pdn.png
Pins as bars on the die edge.
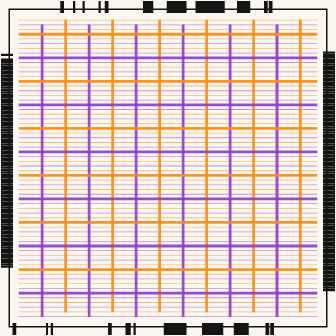
cell_classes.png
Bar = 50 um.
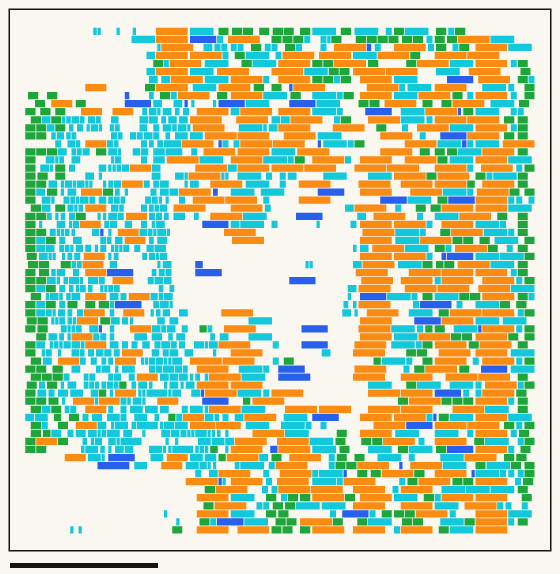
clock_map.png
Bar = 50 um.
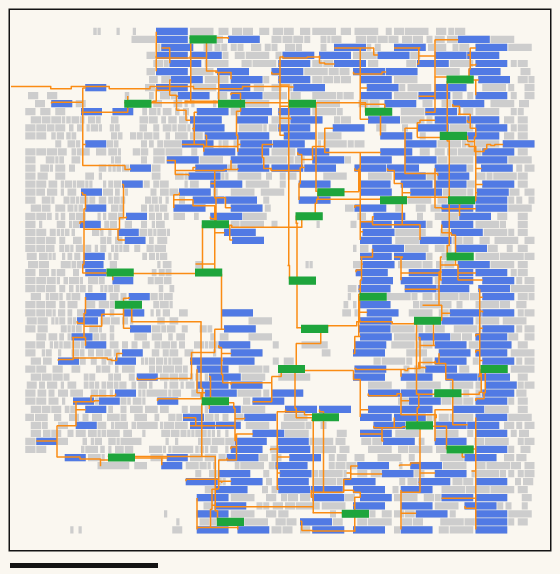
### config.mk
export PLATFORM = sky130hd
export DESIGN_NAME = fetch_ctrl
export DESIGN_NICKNAME = d
export VERILOG_FILES = /design/src/rtl/fetch_ctrl.sv
export SDC_FILE = /design/constraint.sdc
export NUM_CORES = 1
export LEC_CHECK = 0
export CAP_MARGIN = 20
export CORE_MARGIN = 5
export CORE_UTILIZATION = 53
export DETAILED_ROUTE_END_ITERATION = 16
export PLACE_DENSITY = 0.93
export SETUP_SLACK_MARGIN = 0.15
export SYNTH_ARGS = -nofsm -noshare
export SYNTH_HDL_FRONTEND = slang
export SYNTH_SLANG_ARGS = --single-unit
### constraint.sdc
create_clock -name fc_clk -period 17.95 [get_ports fc_clk]
set_input_delay 4.4875 -clock fc_clk [delete_from_list [all_inputs] [get_ports fc_clk]]
set_output_delay 4.4875 -clock fc_clk [all_outputs]
set_load 0.02 [all_outputs]
### src/rtl/fetch_ctrl.sv
// -----------------------------------------------------------------------------
// fetch_ctrl: dual-issue instruction fetch sequencer.
//
// Owns the fetch PC and issues paired reads (addr, addr+4) to a one-cycle
// instruction memory.  Returned pairs are stored with their PCs in a small
// circular queue, and decode is shown the queue head and the entry after it.
// A redirect flushes the queue, retargets the fetch PC and discards every
// response still in flight when the redirect is taken.
//
// Ports
//   fc_clk            clock
//   fc_rst            synchronous reset, active low
//   fc_o_im_ce        memory request strobe (one cycle per pair)
//   fc_o_im_addr_1/2  pair addresses, addr_2 = addr_1 + 4
//   fc_i_im_instr_1/2 returned instruction pair
//   fc_i_im_ce        response valid, one cycle after the request
//   fc_i_redirect     redirect request from branch resolution
//   fc_i_redirect_pc  redirect target (bits [1:0] ignored)
//   fc_o_instr_1/2    queue head / head+1 instruction
//   fc_o_pc_1/2       PCs of those instructions
//   fc_o_valid_1/2    queue holds at least 1 / 2 entries
//   fc_i_dec_take     entries consumed by decode this cycle (0..2, 3 acts as 2)
// -----------------------------------------------------------------------------
module fetch_ctrl #(
   parameter int                     PC_WIDTH = 32,
   parameter int                     IWIDTH   = 32,
   parameter logic [PC_WIDTH-1:0]    RESET_PC = '0,
   parameter int                     QDEPTH   = 4
) (
   input  logic                fc_clk,
   input  logic                fc_rst,
   output logic                fc_o_im_ce,
   output logic [PC_WIDTH-1:0] fc_o_im_addr_1,
   output logic [PC_WIDTH-1:0] fc_o_im_addr_2,
   input  logic [IWIDTH-1:0]   fc_i_im_instr_1,
   input  logic [IWIDTH-1:0]   fc_i_im_instr_2,
   input  logic                fc_i_im_ce,
   input  logic                fc_i_redirect,
   input  logic [PC_WIDTH-1:0] fc_i_redirect_pc,
   output logic [IWIDTH-1:0]   fc_o_instr_1,
   output logic [IWIDTH-1:0]   fc_o_instr_2,
   output logic [PC_WIDTH-1:0] fc_o_pc_1,
   output logic [PC_WIDTH-1:0] fc_o_pc_2,
   output logic                fc_o_valid_1,
   output logic                fc_o_valid_2,
   input  logic [1:0]          fc_i_dec_take
);

   localparam int PW = $clog2(QDEPTH);     // queue pointer width
   localparam int CW = $clog2(QDEPTH + 1); // occupancy width (0..QDEPTH)
   localparam int UW = CW + 2;             // credit arithmetic width

   typedef enum logic {S_IDLE = 1'b0, S_FETCH = 1'b1} state_t;

   state_t              state, state_nxt;
   logic [PC_WIDTH-1:0] fetch_pc;
   logic [CW-1:0]       count;
   logic [1:0]          pending;    // live requests awaiting a response
   logic [2:0]          drop;       // stale responses still to be discarded
   logic [PW-1:0]       head, tail;

   logic [IWIDTH-1:0]   q_instr [QDEPTH];
   logic [PC_WIDTH-1:0] q_pc    [QDEPTH];

   logic                req;
   logic                credit_ok;
   logic [UW-1:0]       used;
   logic                resp_live, resp_drop;
   logic [PC_WIDTH-1:0] resp_pc;
   logic [2:0]          stale, drop_redir;
   logic [1:0]          take_eff, deq;

   // pair slots, lane 0 = first instruction of the pair
   logic [1:0][IWIDTH-1:0]   rsp_instr;
   logic [1:0][PC_WIDTH-1:0] rsp_pcs;
   logic [1:0][PW-1:0]       wr_idx, rd_idx;
   logic [1:0]               lane_vld;
   logic [1:0][IWIDTH-1:0]   out_instr;
   logic [1:0][PC_WIDTH-1:0] out_pc;

   // ---------------------------------------------------------------- FSM
   always_ff @(posedge fc_clk) begin
      if (!fc_rst) state <= S_IDLE;
      else         state <= state_nxt;
   end

   // IDLE lasts exactly one cycle; a redirect lands in FETCH as well,
   // so the FSM does not need to look at it.
   always_comb begin
      state_nxt = state;
      case (state)
         S_IDLE:  state_nxt = S_FETCH;
         S_FETCH: state_nxt = S_FETCH;
         default: state_nxt = S_IDLE;
      endcase
   end

   always_comb begin
      req = 1'b0;
      if (fc_rst && state == S_FETCH && !fc_i_redirect &&
          pending < 2'd2 && credit_ok)
         req = 1'b1;
   end

   assign fc_o_im_ce     = req;
   assign fc_o_im_addr_1 = fetch_pc;
   assign fc_o_im_addr_2 = fetch_pc + PC_WIDTH'(4);

   // ---------------------------------------------------------------- credit
   // Registered occupancy plus two slots per live request; same-cycle
   // dequeues are deliberately not credited.
   assign used      = UW'(count) + UW'({pending, 1'b0});
   assign credit_ok = (used + UW'(2)) <= UW'(QDEPTH);

   // ---------------------------------------------------------------- response
   // Memory answers in order, so stale responses always come first.
   assign resp_drop = fc_i_im_ce && (drop != 3'd0);
   assign resp_live = fc_i_im_ce && (drop == 3'd0) && (pending != 2'd0);

   // fetch_pc has advanced 8 bytes per live request, so the oldest live
   // request started 8*pending bytes back.
   assign resp_pc = fetch_pc - PC_WIDTH'({pending, 3'b000});

   // On redirect every outstanding response becomes stale; one arriving
   // in the redirect cycle itself is already consumed here.
   assign stale      = drop + {1'b0, pending};
   assign drop_redir = stale - {2'b00, (fc_i_im_ce && stale != 3'd0)};

   // ---------------------------------------------------------------- dequeue
   always_comb begin
      take_eff = fc_i_dec_take[1] ? 2'd2 : {1'b0, fc_i_dec_take[0]};
      if (count >= CW'(take_eff)) deq = take_eff;
      else                        deq = count[1:0];
   end

   // ---------------------------------------------------------------- control
   always_ff @(posedge fc_clk) begin
      if (!fc_rst) begin
         fetch_pc <= RESET_PC;
         count    <= '0;
         pending  <= '0;
         drop     <= '0;
         head     <= '0;
         tail     <= '0;
      end else if (fc_i_redirect) begin
         fetch_pc <= {fc_i_redirect_pc[PC_WIDTH-1:2], 2'b00};
         count    <= '0;
         pending  <= '0;
         drop     <= drop_redir;
         head     <= '0;
         tail     <= '0;
      end else begin
         if (req) fetch_pc <= fetch_pc + PC_WIDTH'(8);
         pending <= pending + {1'b0, req} - {1'b0, resp_live};
         if (resp_drop) drop <= drop - 3'd1;
         if (resp_live) tail <= tail + PW'(2);
         head  <= head + PW'(deq);
         count <= count + (resp_live ? CW'(2) : CW'(0)) - CW'(deq);
      end
   end

   // ---------------------------------------------------------------- lanes
   assign rsp_instr = {fc_i_im_instr_2, fc_i_im_instr_1};

   for (genvar l = 0; l < 2; l++) begin : g_lane
      assign rsp_pcs[l]  = resp_pc + PC_WIDTH'(4 * l);
      assign wr_idx[l]   = tail + PW'(l);
      assign rd_idx[l]   = head + PW'(l);
      assign lane_vld[l] = count > CW'(l);
      // Outputs are forced to zero when their lane is empty so reset and
      // flush present a clean bus.
      assign out_instr[l] = lane_vld[l] ? q_instr[rd_idx[l]] : '0;
      assign out_pc[l]    = lane_vld[l] ? q_pc[rd_idx[l]]    : '0;
   end

   // Storage needs no reset: nothing is visible until count covers it.
   always_ff @(posedge fc_clk) begin
      if (fc_rst && !fc_i_redirect && resp_live) begin
         for (int l = 0; l < 2; l++) begin
            q_instr[wr_idx[l]] <= rsp_instr[l];
            q_pc[wr_idx[l]]    <= rsp_pcs[l];
         end
      end
   end

   assign fc_o_valid_1 = lane_vld[0];
   assign fc_o_valid_2 = lane_vld[1];
   assign fc_o_instr_1 = out_instr[0];
   assign fc_o_instr_2 = out_instr[1];
   assign fc_o_pc_1    = out_pc[0];
   assign fc_o_pc_2    = out_pc[1];

endmodule

==> qor.csv <==
metric;value;unit
placed instance count;1769;
Critical Path Sink Type;output pin;
setup violators final;0;
Comb power frac;0.301;
Hold Worst Slack;592;ps
Routed met2 length;19800;um
MI comb cells;757;
antenna violations before repair;0;
combinational power;594;uW
fraction of registers with async set/reset;0;
fraction of layout cells with a size suffix above 1;0.141;
Syn Inst Count;1172;
Well Taps;390;
P_int;1.38;mW
status;finished, final reports clean;
yosys warns;0;
non-clk buf share;0.149;
Adder Share, Synth;0.0217;
top cell category;sequential cells;
Fill cells;1977;
largest fanout on the critical path;39;
Sequential Power Share;0.393;
number of enable flip-flop cells;248;
Pleak;6.57;nW
Non-clock buffers;299;
WL/cell;21.9;um
Pwr top;registers;
met2 usage;0.399;
first-pass GRT wire length;63200;um
CP max-delay cell;clkdlybuf4s50_1;
CTS buffer count;30;
fraction of area in multi-input gates;0.353;
sequential-to-total area share from yosys stat;0.525;
max frequency;79.9;MHz
dpl cell area;0.0189;sq mm
most numerous logic cells after layout;clkdlybuf4s50_1 (286), edfxtp_1 (248), mux4_2 (124);
Fin. Hold Viols;0;
switch share;0.299;
Critical Path RT;13460;ps
Worst R2R Start;fc_o_im_addr_1[3];
Setup WS post-layout;5430;ps
R2R setup slack;13660;ps
top layer reached by signal wires;met4;
Die ar.;0.0334;sq mm
max-cap violation count;0;
R2R depth;10;
crit path from;fc_rst;
flip-flops;290;
Top cell by count, worst path;clkdlybuf4s50_1;
ClkCell Share;0.0483;
worst hold path endpoint;tail[1];
XOR-XNOR Cells, Area Fraction;0.0525;
largest net degree at the start of global routing;73;
FF+latch area;0.00830;sq mm
met3 Use GR;0.0417;
HP Class;reg2reg;
hpwl dp;27300;um
power density over cell area;99.4;mW/mm^2
yosys simple share;0.139;
Comb area;0.00701;sq mm
CP peak stage delay;1180;ps
number of global-route vias before repair;11400;
met1 usage;0.313;
critical path cell sequence;clkdlybuf4s50_1 > nor2b_1 > nand3_1 > or3_1 > buf_4 > inv_1 > clkdlybuf4s50_1;
max reg flops;128;
Post-Syn Area;0.0158;sq mm
hold_buf cts;0;
main flop type;edfxtp_1;
Top cells by area;edfxtp_1 (47%), mux4_2 (18%), dfxtp_1 (5.3%);
CP delay by family, top;buffers and inverters;
number of cells on the worst hold path;2;
crit path to;fc_o_im_ce;
Clock transition at path regs;60;ps
Back to the opening pictures, pdn.png:
color	net
orange	VDD
purple	VSS
rows	63
met4 straps	12

Back to the opening pictures, cell_classes.png:
color	class	cells
blue	clock drivers and dummy loads	55
green	other buffers and delay cells	299
orange	flip-flops	290
cyan	all other logic	791
flop share of the area: 0.418
final core utilization: 0.671
num rows: 63
finished layout cell area: 0.0198 sq mm

Back to the opening pictures, clock_map.png:
[blue] flip-flops | count: 290
[green] cells driving clock nets | count: 30
[orange] clock wires | length: 3280 um
routed clock nets	31
flops lie	all over the die
Clock Skew: 18.4 ps
clock power share: 0.306
clk latency late pin: 540 ps
Clk. pwr: 602 uW

Power and IR drop assume default switching activity.
